Design ata_pio_device, sky130hd; sources not shown.
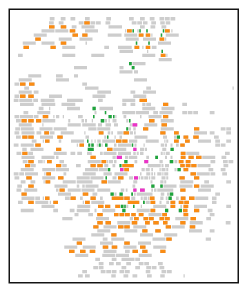
Figure 1: gate families picked out.
Scale: 1.5 px per um.
Key: orange = multiplexers [cells 154, most used mux2_2, where widely spread]; green = NAND gates [cells 49, most used nand2_1]; magenta = AND-OR and OR-AND gates [cells 8, most used a21o_1, where center]
tally of non-filler cells in the final layout: 1016
fraction of area in multi-input gates: 0.321
dominant logic cell type in the layout: sky130_fd_sc_hd__clkdlybuf4s50_1

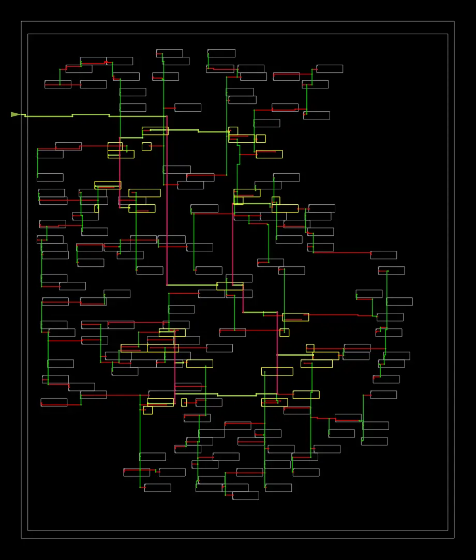
Figure 2: the clock network.
worst setup skew after layout: 0.00907 ns
Insertion Delay late pin: 0.42 ns
number of CTS-inserted buffers: 17
Clk. pwr: 1.85 mW
layout sequential cell count: 136

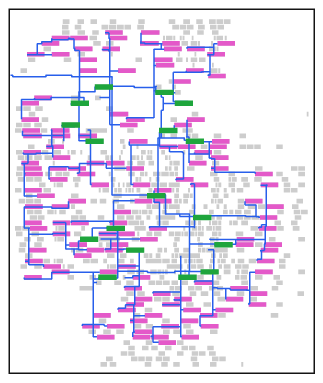
Figure 3: clock network drawn from the DEF.
Scale: 2 px per um.
Key: green = cells driving clock nets [count 17]; blue = clock wires [length 2010 um]; magenta = flip-flops [count 136]
Position of the flops: widely spread. There are 18 routed clock nets.
clock network fraction of total power: 0.384

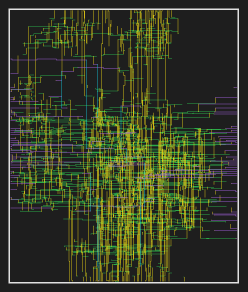
Figure 4: signal wires by layer.
Scale: 1.5 px per um.
Key: green = met1 [wire length 8320 um]; purple = met3 [wire length 1500 um]; cyan = met4 [wire length 359 um]; yellow = met2 [wire length 9670 um]
final wirelength: 19800 um
drt wl/cell: 19.5 um
global-route usage over all layers: 0.147
overall via count from detail_route: 4833

==> results_tabular.tex <==
% Yosys + OpenROAD metrics
\begin{tabular}{lr}
\hline
Metric & Value \\
\hline
\multicolumn{2}{l}{\textbf{Timing}} \\
\quad Count of endpoints failing setup in the final report & 0 \\
\quad Final min period & 2.56 ns \\
\quad Maximum operating frequency & 391 MHz \\
\quad Post-route setup slack & 1.14 ns \\
\quad Number of pins with negative max-slew slack in the final report & 0 \\
\multicolumn{2}{l}{\textbf{Logic synthesis}} \\
\quad Synthesized instance count & 528 \\
\quad Number of synthesis warnings & 0 \\
\quad Top flip-flop cell by instance count after synthesis & sky130\_fd\_sc\_hd\_\_dfrtp\_1 \\
\quad Flops out of synthesis & 136 \\
\quad Synth top area share & 0.474 \\
\quad Mapped cell area & 6550 sq um \\
\quad Post-synth top area cell & sky130\_fd\_sc\_hd\_\_dfrtp\_1 \\
\quad Number of standard cells reported by yosys & 528 \\
\quad Mean instance size in the synthesized netlist & 12.4 sq um \\
\quad Share of synthesized area occupied by flip-flops and latches & 0.522 \\
\quad Async set-reset flop share out of synthesis & 1.00 \\
\multicolumn{2}{l}{\textbf{Floorplanning}} \\
\quad Die H & 181 um \\
\quad Top-level I/O count & 156 \\
\quad Number of cell rows & 64 \\
\quad Core region area & 25600 sq um \\
\quad Fraction of the core area occupied by cells at floorplan & 0.255 \\
\multicolumn{2}{l}{\textbf{Worst setup path}} \\
\quad Type of element launching the critical path & flop \\
\quad Flop-to-flop setup slack & 1.14 ns \\
\quad Crit. End Element & flop \\
\quad Largest driver fanout on the critical path & 18 \\
\quad CP Data Arrival Time & 2.86 ns \\
\multicolumn{2}{l}{\textbf{GRT}} \\
\quad Met2 Use GR & 0.237 \\
\quad Global-route wire length before repair & 30200 um \\
\quad Largest net degree at the start of global routing & 89 \\
\quad Global route hottest layer & met2 \\
\quad Initial antenna violation count & 0 \\
\quad M1 GR Usage & 0.187 \\
\quad Routing usage on met3 & 0.0457 \\
\multicolumn{2}{l}{\textbf{Clocking}} \\
\quad CTS tree & built \\
\quad Post-cts hold-fix buffer tally & 0 \\
\quad Buffer type at the clock tree root & sky130\_fd\_sc\_hd\_\_clkbuf\_16 \\
\quad CTS Buffer Depth & 2 \\
\multicolumn{2}{l}{\textbf{Power}} \\
\quad Leakage power total & 3.80 nW \\
\quad Combinational fraction of design power & 0.216 \\
\quad Pwr/cell area & 534 nW/um\^{}2 \\
\quad Total net switching power & 1.37 mW \\
\quad Internal power & 3.44 mW \\
\multicolumn{2}{l}{\textbf{Route}} \\
\quad Violation tally from detailed-route iteration zero & 317 \\
\quad DR pass1 iterations & 6 \\
\multicolumn{2}{l}{\textbf{Cells and area}} \\
\quad Final layout net count & 732 \\
\quad Area growth syn-to-layout & 37.6\% \\
\multicolumn{2}{l}{\textbf{Outcome}} \\
\quad Result of the run & finished, final reports clean \\
\multicolumn{2}{l}{\textbf{Min path}} \\
\quad Worst hold path class & in2async \\
\multicolumn{2}{l}{\textbf{Placed design}} \\
\quad DP Worst Slack & 1.10 ns \\
\hline
\end{tabular}
## placed cells by master (no fill, tap or decap), drive strengths merged, types with 3 or more instances in the layout
master / instances
o21ai: 33
o22ai: 5
o32ai: 8
nand3: 6
a21oi: 12
inv: 22
mux4: 3
nand2b: 6
clkinv: 3
clkdlybuf4s50: 152
mux2i: 57
buf: 5
nand4: 3
nand3b: 16
clkbuf: 20
dfstp: 12
nor2: 25
or2: 4
bufinv: 4
o221ai: 6
dfrtp: 124
a31oi: 4
a211oi: 6
mux2: 94
nand2: 18
and2: 11
## power by group through the flow
stage	combinational, mW	sequential (mW)	clock [mW]
finish	1.04	1.93	1.85
global route	1.13	1.97	1.96
CTS	1.05	1.93	1.89
detailed placement	1.04	1.95	0
global placement	1.03	1.95	0
floorplan	0.602	1.84	0
## routing by layer
metal  part of all wire  wire (um)
met1               0.42       8320
met4              0.018        359
met5                  0          0
met3              0.075       1500
met2               0.49       9670
## worst max-delay path, stage by stage, from the launching register on
cell	delay, ns
sky130_fd_sc_hd__dfrtp_1	0.70
sky130_fd_sc_hd__nand2_1	0.22
sky130_fd_sc_hd__o31ai_1	0.35
sky130_fd_sc_hd__a21oi_1	0.19
sky130_fd_sc_hd__o21ai_4	0.56
sky130_fd_sc_hd__mux2_2	0.40
## per-stage QoR
stage,hold WS [ns],std cells,power (mW),util,instance area [sq um]
6_report,0.0103,1016,4.81,0.351,9000
5_1_grt,0.0845,1016,5.05,0.351,9000
4_1_cts,0.0415,1015,4.87,0.351,9000
3_5_place_dp,0.335,983,3.00,0.326,8360
3_3_place_gp,0.336,983,2.98,0.326,8360
2_1_floorplan,0.0744,528,2.44,-,6550
## logic make-up after synthesis
group | after synthesis | share of synthesized area
muxes | 154 | 0.260
DFF | 136 | 0.522
and+or+nand+nor | 98 | 0.0841
AOI/OAI and AO/OA | 88 | 0.0956
buffers and inverters | 50 | 0.0373
other | 2 | 0.00115
## area by class of cell
class | instances | area, sq um
Fill cell | 2570 | 16600
Sequential cell | 136 | 3420
Multi-Input combinational cell | 342 | 2890
Timing Repair Buffer | 158 | 1580
Clock buffer | 19 | 443
Tap cell | 330 | 413
Clock inverter | 13 | 193
Inverter | 18 | 67.6
No activity file was given, so power comes from the tool's default toggle rates.
